[config.mk]
export PLATFORM = sky130hd
export DESIGN_NAME = gateway_cmd_parser
export DESIGN_NICKNAME = d
export VERILOG_FILES = /design/src/rtl/gateway_cmd_parser.sv
export SDC_FILE = /design/constraint.sdc
export NUM_CORES = 1
export LEC_CHECK = 0
export ABC_AREA = 0
export CORE_MARGIN = 8
export CORE_UTILIZATION = 52
export CTS_BUF_LIST = sky130_fd_sc_hd__clkbuf_8
export CTS_CLUSTER_DIAMETER = 60
export CTS_CLUSTER_SIZE = 12
export DETAILED_ROUTE_END_ITERATION = 10
export GPL_ROUTABILITY_DRIVEN = 0
export PLACE_DENSITY = 0.89
export RECOVER_POWER = 50
export SYNTH_ARGS = -nofsm -noshare
export SYNTH_HDL_FRONTEND = slang
export SYNTH_SLANG_ARGS = --single-unit
[constraint.sdc]
create_clock -name clk -period 4.5 [get_ports clk]
set_clock_uncertainty 0.05 [all_clocks]
set_input_delay 0.45 -clock clk [delete_from_list [all_inputs] [get_ports clk]]
set_output_delay 0.45 -clock clk [all_outputs]
set_load 0.02 [all_outputs]
[src/rtl/gateway_cmd_parser.sv]
// Decodes framed UART read/write commands into single RC requests and
// serialises the RC reply ('K', 'D'+data or 'E' on timeout) back to UART.
module gateway_cmd_parser #(
  parameter int unsigned ADDR_W         = 32,
  parameter int unsigned DATA_W         = 32,
  parameter int unsigned TIMEOUT_CYCLES = 1024
) (
  input  logic              clk,
  input  logic              rst,
  input  logic [7:0]        rx_byte,
  input  logic              rx_valid,
  output logic              rx_ready,
  output logic [7:0]        tx_byte,
  output logic              tx_valid,
  input  logic              tx_ready,
  output logic              rc_req_valid,
  output logic              rc_req_opcode,
  output logic [ADDR_W-1:0] rc_req_address,
  output logic [DATA_W-1:0] rc_req_data,
  input  logic              rc_req_ready,
  input  logic              rc_rsp_valid,
  input  logic [DATA_W-1:0] rc_rsp_data,
  output logic              busy,
  output logic [7:0]        err_count
);

  localparam int unsigned TW = (TIMEOUT_CYCLES > 2) ? $clog2(TIMEOUT_CYCLES) : 1;
  // Timeout fires on the cycle the counter would step onto TIMEOUT_CYCLES-1.
  localparam logic [TW-1:0] TMO_LAST = TW'(TIMEOUT_CYCLES - 2);

  localparam logic [7:0] CH_R = 8'h52;
  localparam logic [7:0] CH_W = 8'h57;
  localparam logic [7:0] CH_K = 8'h4B;
  localparam logic [7:0] CH_D = 8'h44;
  localparam logic [7:0] CH_E = 8'h45;

  typedef enum logic [2:0] {
    S_IDLE, S_ADDR, S_DATA, S_REQ, S_WAIT, S_SEND
  } state_e;

  state_e              state_q, state_d;
  logic [2:0]          cnt_q, cnt_d;
  logic                opcode_q, opcode_d;
  logic [ADDR_W-1:0]   addr_q, addr_d;
  logic [DATA_W-1:0]   data_q, data_d;
  logic [DATA_W-1:0]   reply_q, reply_d;
  logic [TW-1:0]       tmo_q, tmo_d;
  logic                req_valid_q, req_valid_d;
  logic                tx_valid_q, tx_valid_d;
  logic [7:0]          tx_byte_q, tx_byte_d;
  logic [7:0]          err_q, err_d;
  logic                rx_ready_q, rx_ready_d;
  logic                busy_q, busy_d;
  logic                rx_hs;

  assign rx_hs = rx_valid & rx_ready_q;

  // Next-state and registered-output decode.
  always_comb begin
    state_d     = state_q;
    cnt_d       = cnt_q;
    opcode_d    = opcode_q;
    addr_d      = addr_q;
    data_d      = data_q;
    reply_d     = reply_q;
    tmo_d       = tmo_q;
    req_valid_d = req_valid_q;
    tx_valid_d  = tx_valid_q;
    tx_byte_d   = tx_byte_q;
    err_d       = err_q;

    case (state_q)
      S_IDLE: begin
        if (rx_hs) begin
          if (rx_byte == CH_R || rx_byte == CH_W) begin
            opcode_d = (rx_byte == CH_W);
            addr_d   = '0;
            data_d   = '0;
            cnt_d    = 3'd0;
            state_d  = S_ADDR;
          end else if (err_q != 8'hFF) begin
            err_d = err_q + 8'd1;
          end
        end
      end
      S_ADDR: begin
        if (rx_hs) begin
          addr_d = {addr_q[ADDR_W-9:0], rx_byte};
          cnt_d  = cnt_q + 3'd1;
          if (cnt_q == 3'd3) begin
            cnt_d = 3'd0;
            if (opcode_q) begin
              state_d = S_DATA;
            end else begin
              state_d     = S_REQ;
              req_valid_d = 1'b1;
            end
          end
        end
      end
      S_DATA: begin
        if (rx_hs) begin
          data_d = {data_q[DATA_W-9:0], rx_byte};
          cnt_d  = cnt_q + 3'd1;
          if (cnt_q == 3'd3) begin
            cnt_d       = 3'd0;
            state_d     = S_REQ;
            req_valid_d = 1'b1;
          end
        end
      end
      S_REQ: begin
        if (req_valid_q && rc_req_ready) begin
          req_valid_d = 1'b0;
          tmo_d       = '0;
          state_d     = S_WAIT;
        end
      end
      S_WAIT: begin
        // A response in the same cycle as the timeout takes priority.
        if (rc_rsp_valid) begin
          tx_valid_d = 1'b1;
          state_d    = S_SEND;
          if (opcode_q) begin
            tx_byte_d = CH_K;
            cnt_d     = 3'd0;
          end else begin
            tx_byte_d = CH_D;
            reply_d   = rc_rsp_data;
            cnt_d     = 3'd4;
          end
        end else if (tmo_q == TMO_LAST) begin
          tx_valid_d = 1'b1;
          tx_byte_d  = CH_E;
          cnt_d      = 3'd0;
          state_d    = S_SEND;
          if (err_q != 8'hFF) err_d = err_q + 8'd1;
        end else begin
          tmo_d = tmo_q + TW'(1);
        end
      end
      S_SEND: begin
        // cnt_q holds the number of reply bytes still to follow.
        if (tx_valid_q && tx_ready) begin
          if (cnt_q == 3'd0) begin
            tx_valid_d = 1'b0;
            state_d    = S_IDLE;
          end else begin
            tx_byte_d = reply_q[DATA_W-1 -: 8];
            reply_d   = {reply_q[DATA_W-9:0], 8'h00};
            cnt_d     = cnt_q - 3'd1;
          end
        end
      end
      default: state_d = S_IDLE;
    endcase

    rx_ready_d = (state_d == S_IDLE) || (state_d == S_ADDR) || (state_d == S_DATA);
    busy_d     = (state_d != S_IDLE);
  end

  always_ff @(posedge clk or posedge rst) begin
    if (rst) begin
      state_q     <= S_IDLE;
      cnt_q       <= 3'd0;
      opcode_q    <= 1'b0;
      addr_q      <= '0;
      data_q      <= '0;
      reply_q     <= '0;
      tmo_q       <= '0;
      req_valid_q <= 1'b0;
      tx_valid_q  <= 1'b0;
      tx_byte_q   <= 8'h00;
      err_q       <= 8'h00;
      rx_ready_q  <= 1'b1;
      busy_q      <= 1'b0;
    end else begin
      state_q     <= state_d;
      cnt_q       <= cnt_d;
      opcode_q    <= opcode_d;
      addr_q      <= addr_d;
      data_q      <= data_d;
      reply_q     <= reply_d;
      tmo_q       <= tmo_d;
      req_valid_q <= req_valid_d;
      tx_valid_q  <= tx_valid_d;
      tx_byte_q   <= tx_byte_d;
      err_q       <= err_d;
      rx_ready_q  <= rx_ready_d;
      busy_q      <= busy_d;
    end
  end

  assign rx_ready       = rx_ready_q;
  assign tx_byte        = tx_byte_q;
  assign tx_valid       = tx_valid_q;
  assign rc_req_valid   = req_valid_q;
  assign rc_req_opcode  = opcode_q;
  assign rc_req_address = addr_q;
  assign rc_req_data    = data_q;
  assign busy           = busy_q;
  assign err_count      = err_q;

endmodule
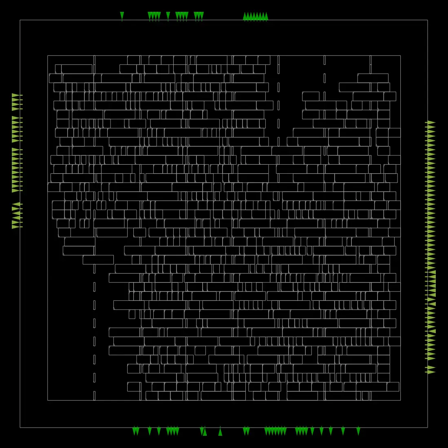
*Placement view, run 1*
Well Taps: 140
Core Area: 0.0109 mm^2
seq_cells: 133
post-layout util: 69.9%

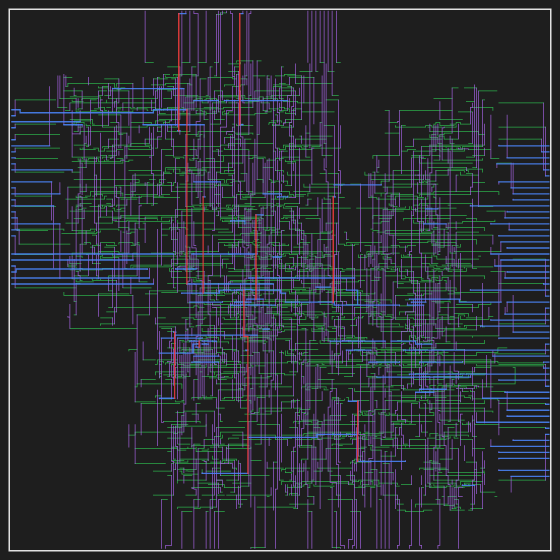
*Routed metal, one color a layer, run 1*
M3 -> blue  # wire length 1270 um
M2 -> purple  # wire length 7030 um
M1 -> green  # wire length 6060 um
M4 -> red  # wire length 228 um

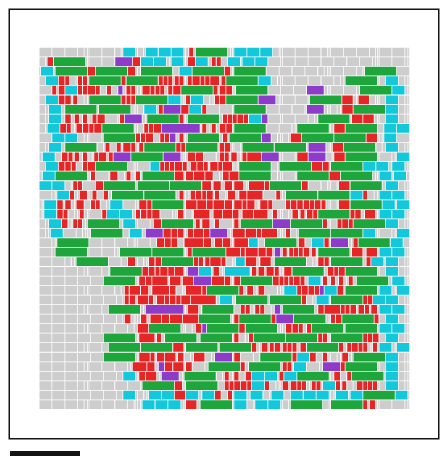
*Cells colored by class, run 1*
Bar = 20 um. Fill, decap, tap and diode cells in gray.
remaining logic cells -> red  # cells 454
sequential cells -> green  # cells 133
clock drivers and dummy loads -> purple  # cells 32
remaining buffers and delay cells -> cyan  # cells 134

==> flow_summary.yaml, run 1 <==
# yosys + openroad results
timing:
  post-route-period-util_pct: 62.1
  tightest_slew_ns: 2.81
  maxSlewViolCount: 66
  setup_viol: 0
  whs_ns: 0.409
  max_freq_mhz: 358
  grt_setup_unrepaired: "false"
cts:
  clock-root-buffer: "clkbuf_8"
  insertion_delay_ns: 0.44
  clock_sinks: 133
placement:
  postPlaceCellArea_mm2: 0.00726
logic_synthesis:
  synth_seq_share_pct: 56.8
  synth_area_per_cell_um2: 9.41
  yosys_area_mm2: 0.00586
  synth_cells: 623
  fp_nets: 675
  netlist_area_mm2: 0.00586
  synth_top_area_share_pct: 56.3
  synthTopCellsByArea: "dfrtp_1 (56%), nand2_1 (11%), nand3_1 (5.3%)"
global_route:
  grt_max_degree: 69
  grt_pass1_wl_um: 23800
  antenna_found_initial: 0
worst_setup_path:
  startpoint_type: "flop"
  arrival_ns: 3.02
  worstPathMaxFanout: 23
  critPathCaptureType: "flop"
power:
  ir_worst_vdd_mv: 0.160
run_status:
  status: "complete, but fails checks"
  failed_checks: "max-capacitance violations, max-slew violations"
flow_run:
  log.warning_count: 29
  cap_violations: 1
hold_path:
  hold_path.class: "flop to flop"
drt:
  detail_route.iter0.violations: 486
  wl_per_cell_um: 16.3
floorplan:
  fp-row-count: 38
finish:
  drive_above_1_share_pct: 6.37
==> run 1: kinds of logic (layout without fill, tap and decap cells) <==
| group | Yosys count | count (layout) | share of synthesized area (%) |
|---|---|---|---|
| buffers and inverters | 53 | 183 | 3.44 |
| XOR/XNOR | 14 | 14 | 2.09 |
| AND/OR/NAND/NOR | 312 | 312 | 24.0 |
| flip-flops | 133 | 133 | 56.8 |
| multiplexers | 4 | 4 | 0.747 |
| adder cells (fa/ha/maj) | 6 | 6 | 1.28 |
| AND-OR/OR-AND | 101 | 101 | 11.6 |
==> run 1: cells in the final DEF (no fill, tap or decap), types with 5 or more instances in the layout <==
cell,count
nand2_1,165
dfrtp_1,132
clkdlybuf4s50_1,89
nand3_1,62
dlygate4sd3_1,41
nor2_1,36
o21ai_0,33
a31oi_1,25
clkbuf_8,20
inv_1,19
a22o_1,19
xnor2_1,9
nand4_1,8
a21oi_1,7
or3_1,6
ha_1,6
nor3_1,5
xor2_1,5
clkinv_2,5
==> run 1: worst paths after layout <==
path / startpoint / slack, ns / endpoint
min in group asynchronous: rst / 1.20 / rc_req_data[16]
hold reg to reg: rc_req_data[26] / 0.41 / rc_req_data[26]
hold / removal: rc_req_data[26] / 0.41 / rc_req_data[26]
setup / recovery: state_q[2] / 1.70 / tx_byte[6]
setup reg to reg: state_q[2] / 1.70 / tx_byte[6]
max in group asynchronous: rst / 1.93 / rc_req_address[15]
==> run 1: where the power goes <==
group / internal (W) / switching, W
sequential: 0.00120 / 0
combinational: 0.0000382 / 0.0000341
clock: 0.000526 / 0.000437
==> run 1: layer usage <==
layer | track usage, % | routed length, um | vias to the layer above
met1 | 24.6 | 6060 | 2477
met5 | 0 | 0 | -
met2 | 31.8 | 7030 | 190
li1 | - | - | 2364
met3 | 5.78 | 1270 | 23
met4 | 7.69 | 228 | 0
==> run 1: registers in the layout, indices dropped and copies added (netlist names) <==
name            flops
rc_req_address     32
reply_q            32
rx_ready            1
busy                1
rc_req_data        32
err_count           8
rc_req_valid        1
tmo_q              10
tx_valid            1
tx_byte             8
state_q             3
cnt_q               3
rc_req_opcode       1
==> run 1: per-stage QoR <==
stage               cells  total power, W  setup WS [ns]
detailed placement    861         0.00129           1.76
global route          893         0.00231           1.40
floorplan             623         0.00124          0.447
global placement      861         0.00129           1.84
finish                893         0.00223           1.70
CTS                   893         0.00225           1.75
==> run 1: layout make-up <==
class	count	area share [%]
tap	140	2.29
sequential	133	43.6
timing repair buffer	134	17.6
inverter	17	0.851
multi-input combinational	437	30.6
clock buffer	20	3.60
clock inverter	12	1.47
==> run 1: critical path, cell delays in order (launching register included) <==
cell and delay (ns):
dfrtp_1 0.75, nand3b_1 0.62, o211ai_1 0.97, o21ai_0 0.24
## Run 2: what changed since run 1
--- a/config.mk
+++ b/config.mk
@@ -7,13 +7,13 @@
 export LEC_CHECK = 0
 export ABC_AREA = 0
 export CORE_MARGIN = 8
-export CORE_UTILIZATION = 52
+export CORE_UTILIZATION = 47
 export CTS_BUF_LIST = sky130_fd_sc_hd__clkbuf_8
 export CTS_CLUSTER_DIAMETER = 60
 export CTS_CLUSTER_SIZE = 12
 export DETAILED_ROUTE_END_ITERATION = 10
 export GPL_ROUTABILITY_DRIVEN = 0
-export PLACE_DENSITY = 0.89
+export PLACE_DENSITY = 0.85
 export RECOVER_POWER = 50
 export SYNTH_ARGS = -nofsm -noshare
 export SYNTH_HDL_FRONTEND = slang
==> constraint.sdc (replaced) <==
create_clock -name clk -period 2.4 [get_ports clk]
set_clock_uncertainty 0.05 [all_clocks]
set_input_delay 0.24 -clock clk [delete_from_list [all_inputs] [get_ports clk]]
set_output_delay 0.24 -clock clk [all_outputs]
set_load 0.02 [all_outputs]
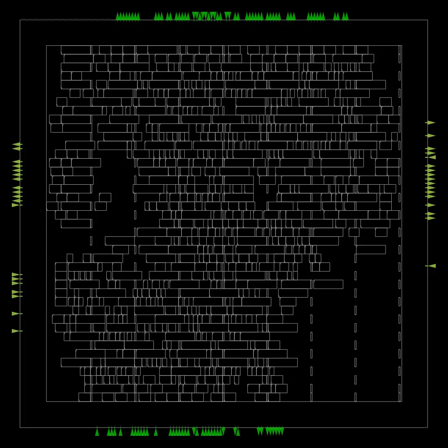
*Placement view, run 2*
post-layout util: 62.4%
Seq/total area: 43.0%
Well Taps: 172
# rows: 41
Non-Filler Instances: 939

==> run 2 against run 1 <==
  * The flow still finishes with violations (max-capacitance violations, max-slew violations)
  * Total power rose by 81%
  * Routed wire length rose by 3.4%
  * Clock power rose by 72%
  * Largest cell class unchanged
==> flow_summary.yaml, run 2 <==
# yosys + openroad results
run_status:
  status: "complete, but fails checks"
  failed_checks: "max-capacitance violations, max-slew violations"
global_route:
  grt_overflow: 0
  grt_pass1_wl_um: 24800
  antenna_found_initial: 0
  grt_max_degree: 74
worst_setup_path:
  critPathMaxStageDelay_ns: 0.54
  critPathCaptureType: "flop"
  crit_end: "err_count[1]"
  crit_family: "simple AND/OR/NAND/NOR gates"
  r2r_slack_ns: 0.11
  worst-path-buf-inv: 1
  r2r_end: "err_count[1]"
  cp_cell_sequence: "inv_1, ha_1, nand3_1, or4b_4, a211oi_4, mux2_1"
  crit_slowest_cell: "or4b_4"
  cp-startpoint: "tmo_q[0]"
  arrival_ns: 2.57
  crit_cells: 6
  startpoint_type: "flop"
  worstPathMaxFanout: 8
  timing.rr.start: "tmo_q[0]"
logic_synthesis:
  synth_seq_share_pct: 56.8
  ys_warn_count: 0
  yosys_area_mm2: 0.00586
  fp_nets: 675
  top_cells_by_count: "nand2_1 (165), dfrtp_1 (132), nand3_1 (62)"
  netlist_area_mm2: 0.00586
  synth_cells: 623
  synthTopCellsByArea: "dfrtp_1 (56%), nand2_1 (11%), nand3_1 (5.3%)"
  ys_dominant_reg_cell: "dfrtp_1"
  synth_area_per_cell_um2: 9.41
  synth_top_area_share_pct: 56.3
flow_run:
  cap_violations: 1
  log.warning_count: 29
placement:
  postPlaceCellArea_mm2: 0.00743
timing:
  fin_tns_setup_ns: 0
  max_freq_mhz: 437
  maxSlewViolCount: 74
  grt_setup_unrepaired: "false"
  tightest_slew_ns: 1.72
  post-route-period-util_pct: 95.2
  setup_viol: 0
finish:
  lay_top_count: "nand2_1"
  drive_above_1_share_pct: 8.47
  diodes: 0
  lay_top_cells: "nand2_1 (165), dfrtp_1 (132), clkdlybuf4s50_1 (98)"
  final_nets: 806
cts:
  clock_sinks: 133
  ctsResizeCount: 0
  cts.clk_slew.worst_paths_ns: 0.08
  cts_tree: "done"
  clock-root-buffer: "clkbuf_8"
  insertion_delay_ns: 0.44
floorplan:
  io_pins: 131
drt:
  first_pass_iters: 5
  detail_route.iter0.violations: 463
  wl_per_cell_um: 16.1
power:
  p_leak_nw: 3.63
  ir_worst_vdd_mv: 0.275
  power.density_mw_per_mm2: 520
hold_path:
  hold_path.class: "input port to flop"
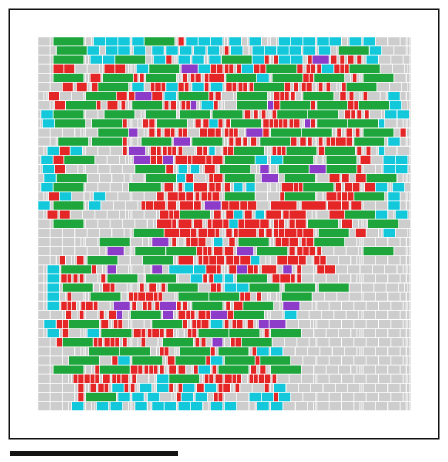
*Cells colored by class, run 2*
Bar = 50 um. Fill, decap, tap and diode cells in gray.
remaining buffers and delay cells -> cyan  # cells 148
sequential cells -> green  # cells 133
clock drivers and dummy loads -> purple  # cells 32
remaining logic cells -> red  # cells 454
Design Area, Final: 0.00775 mm^2
Core Area: 0.0124 mm^2

==> run 2: cell types whose count changed in the layout (fill, tap and decap cells not counted), moves of 2 or more <==
cell,previous run,this run
buf_4,3,14
bufinv_16,2,0
clkbuf_2,0,3
clkbuf_8,20,18
clkdlybuf4s50_1,89,98
clkinvlp_4,1,4
dlygate4sd3_1,41,32
inv_1,19,16
inv_6,0,4
==> run 2: worst register-to-register path, stage by stage (launching register included) <==
cell and delay [ns]:
dfrtp_1 0.44, inv_1 0.08, ha_1 0.14, nand3_1 0.18
or4b_4 0.54, a211oi_4 0.38, mux2_1 0.37
==> run 2: power breakdown <==
group | switching (W) | internal, W | leakage (nW) | total [W]
clock | 0.000911 | 0.000746 | 0.172 | 0.00166
sequential | 0 | 0.00224 | 1.80 | 0.00224
combinational | 0.0000636 | 0.0000684 | 1.66 | 0.000132
total | 0.000975 | 0.00305 | 3.63 | 0.00403
==> run 2: layout make-up <==
type | instances | area (um^2) | share of cell area (%)
clock buffers | 18 | 248 | 3.20
inverters | 17 | 65.1 | 0.839
well taps | 172 | 215 | 2.78
clock inverters | 14 | 103 | 1.32
flip-flops and latches | 133 | 3330 | 43.0
multi-input cells | 437 | 2350 | 30.3
repair buffers | 148 | 1440 | 18.6
==> run 2: worst min-delay path by stage <==
stage / to / startpoint / depth (start not counted) / slack [ns]
2_1_floorplan: rc_req_address[1] / rx_byte[1] / 2 / 0.30
3_3_place_gp: rc_req_data[26] / rc_req_data[26] / 2 / 0.40
3_5_place_dp: rc_req_data[29] / rc_req_data[29] / 2 / 0.41
4_1_cts: err_count[3] / rst / 3 / 0.22
5_1_grt: reply_q[2] / rc_rsp_data[2] / 3 / 0.29
6_report: reply_q[2] / rc_rsp_data[2] / 3 / 0.31
==> run 2: through the flow <==
step	instances	hold slack (ns)	worst slack (ns)	total power, W
6_report	939	0.307	0.114	0.00403
5_1_grt	939	0.294	0.0243	0.00418
4_1_cts	939	0.218	0.135	0.00407
3_5_place_dp	907	0.414	0.138	0.00243
3_3_place_gp	907	0.404	0.217	0.00242
2_1_floorplan	623	0.295	0.274	0.00232
==> run 2: logic make-up (layout without fill, tap and decap cells) <==
logic type,after synthesis,in the layout,share of synthesized area [%]
DFF,133,133,56.8
xor gates and xnor gates,14,14,2.09
AOI/OAI and AO/OA,101,101,11.6
and+or+nand+nor,312,312,24.0
muxes,4,4,0.747
adders and majority gates,6,6,1.28
buffers and inverters,53,197,3.44
==> run 2: routing by layer <==
metal,up-vias,track usage [%],wire (um)
met1,2486,22.1,6040
li1,2403,-,-
met3,31,4.99,825
met4,0,7.90,407
met2,170,31.9,7800
met5,-,0,0
## Run 3: what changed since run 2
--- a/config.mk
+++ b/config.mk
@@ -13,8 +13,10 @@
 export CTS_CLUSTER_SIZE = 12
 export DETAILED_ROUTE_END_ITERATION = 10
 export GPL_ROUTABILITY_DRIVEN = 0
+export MAX_ROUTING_LAYER = met4
 export PLACE_DENSITY = 0.85
 export RECOVER_POWER = 50
+export SLEW_MARGIN = 20
 export SYNTH_ARGS = -nofsm -noshare
 export SYNTH_HDL_FRONTEND = slang
 export SYNTH_SLANG_ARGS = --single-unit
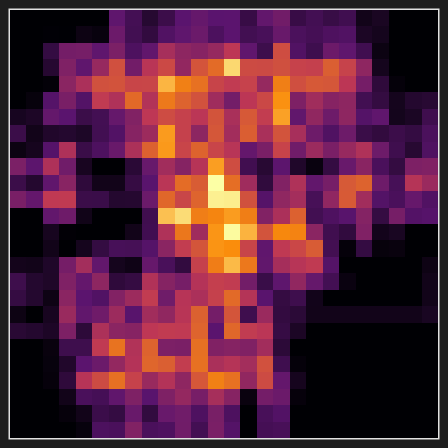
*Wiring heat map, run 3*
26 x 26 tiles, from black (low) to pale yellow (high), scaled to the fullest tile. Values are wire area over tile area, all layers added.
emptiest ninth of the die = south-east
fullest tile = 0.56
densest ninth of the die = center
WL/cell: 16.0 um
global router's overall resource usage: 19.3%
vias post-DR: 5082
Post-Route WL: 15000 um

==> run 3 against run 2 <==
  * The flow still finishes with violations (max-capacitance violations, max-slew violations)
  * Die area did not move
  * Count of clock-buffer cells in the layout did not move
  * Synthesized cell count did not move
  * Register-to-register slack barely moved
  * Non-clock buffer count did not move
  * Flip-flop count did not move
  * Sequential power barely moved
  * Routed wire length fell by 0.46%
  * Worst setup slack got worse by 0.013 ns
  * Worst hold slack improved by 0.0026 ns
  * Via count fell by 0.16%
  * Critical path depth did not move
==> flow_summary.yaml, run 3 <==
# yosys + openroad results
power:
  p_leak_nw: 3.63
  ir_worst_vdd_mv: 0.276
  power.density_mw_per_mm2: 520
logic_synthesis:
  synth_cells: 623
  synthMuxAreaShare_pct: 0.747
  synth_top_area_share_pct: 56.3
  logic_family: "simple AND/OR/NAND/NOR gates"
  synth_seq_share_pct: 56.8
  synthAoiAreaFrac_pct: 11.6
  top_cells_by_count: "nand2_1 (165), dfrtp_1 (132), nand3_1 (62)"
  xor_area_share_pct: 2.09
  netlist_area_mm2: 0.00586
  ys_warn_count: 0
  ys_dominant_reg_cell: "dfrtp_1"
  fp_nets: 675
  synthSimpleGateAreaFrac_pct: 24.0
worst_setup_path:
  arrival_ns: 2.57
  critPathCaptureType: "flop"
  startpoint_type: "flop"
  worstPathMaxFanout: 8
cts:
  ctsResizeCount: 0
  clock-root-buffer: "clkbuf_8"
placement:
  postPlaceCellArea_mm2: 0.00743
  pre_cts_ws_ns: 0.138
timing:
  maxSlewViolCount: 74
  tightest_slew_ns: 1.72
  worst_slack_ns: 0.101
  setup_viol: 0
  fin_tns_setup_ns: 0
  whs_ns: 0.310
run_status:
  failed_checks: "max-capacitance violations, max-slew violations"
  status: "complete, but fails checks"
finish:
  final_nets: 806
  lay_top_count: "nand2_1"
  fin_util_pct: 62.4
global_route:
  grt_overflow: 0
  grt_pass1_wl_um: 24800
flow_run:
  cap_violations: 1
floorplan:
  fp-row-count: 41
  core_area_mm2: 0.0124
  io_pins: 131
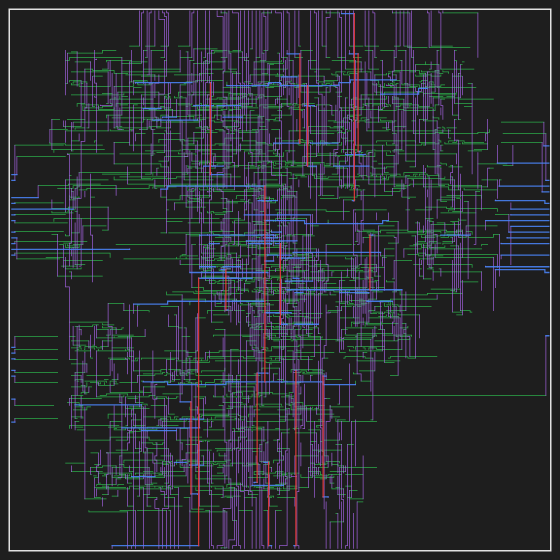
*Routed metal, one color a layer, run 3*

## run 3: logic make-up after synthesis
kind of cell,count (synthesis)
compound gates,101
simple gates,312
fa+ha+maj,6
flops,133
xor+xnor,14
mux,4
buf+inv,53
## run 3: metal layers
layer	up-vias	wire length [um]	GRT usage [%]
met2	177	7680	31.9
met5	-	0	-
met1	2474	6100	22.3
met3	35	812	4.66
met4	0	417	7.90
li1	2396	-	-
## run 3: report_power, final
| group | switching (W) | internal, W |
|---|---|---|
| Clock | 0.000910 | 0.000747 |
| Combinational | 0.0000634 | 0.0000684 |
| Sequential | 0 | 0.00224 |
| Total | 0.000973 | 0.00305 |
## run 3: worst paths after layout
path / to / from / cells past startpoint / slack [ns]
hold reg to reg: rc_req_data[29] / rc_req_data[29] / 2 / 0.42
min in group asynchronous: err_count[5] / rst / 3 / 0.72
max in group asynchronous: rc_req_address[25] / rst / 3 / 0.42
setup reg to reg: err_count[1] / tmo_q[0] / 6 / 0.10
hold / removal: reply_q[2] / rc_rsp_data[2] / 3 / 0.31
setup / recovery: err_count[1] / tmo_q[0] / 6 / 0.10
## run 3: critical path: stages, from the launching register on
cell,delay (ns)
dfrtp_1,0.45
inv_1,0.08
ha_1,0.14
nand3_1,0.18
or4b_4,0.54
a211oi_4,0.38
mux2_1,0.36
## run 3: stage by stage
stage / instances / power (W)
floorplan: 623 / 0.00232
global placement: 907 / 0.00242
detailed placement: 907 / 0.00243
CTS: 939 / 0.00407
global route: 939 / 0.00418
finish: 939 / 0.00403
## run 3: final cells by class
type                            instances  area (um^2)
Timing Repair Buffer                  148         1440
Inverter                               17         65.1
Tap cell                              172          215
Multi-Input combinational cell        437         2350
Clock inverter                         14          103
Fill cell                            1013         4660
Sequential cell                       133         3330
Clock buffer                           18          248
Power figures rest on the tool's default switching activity, not on a simulated workload.
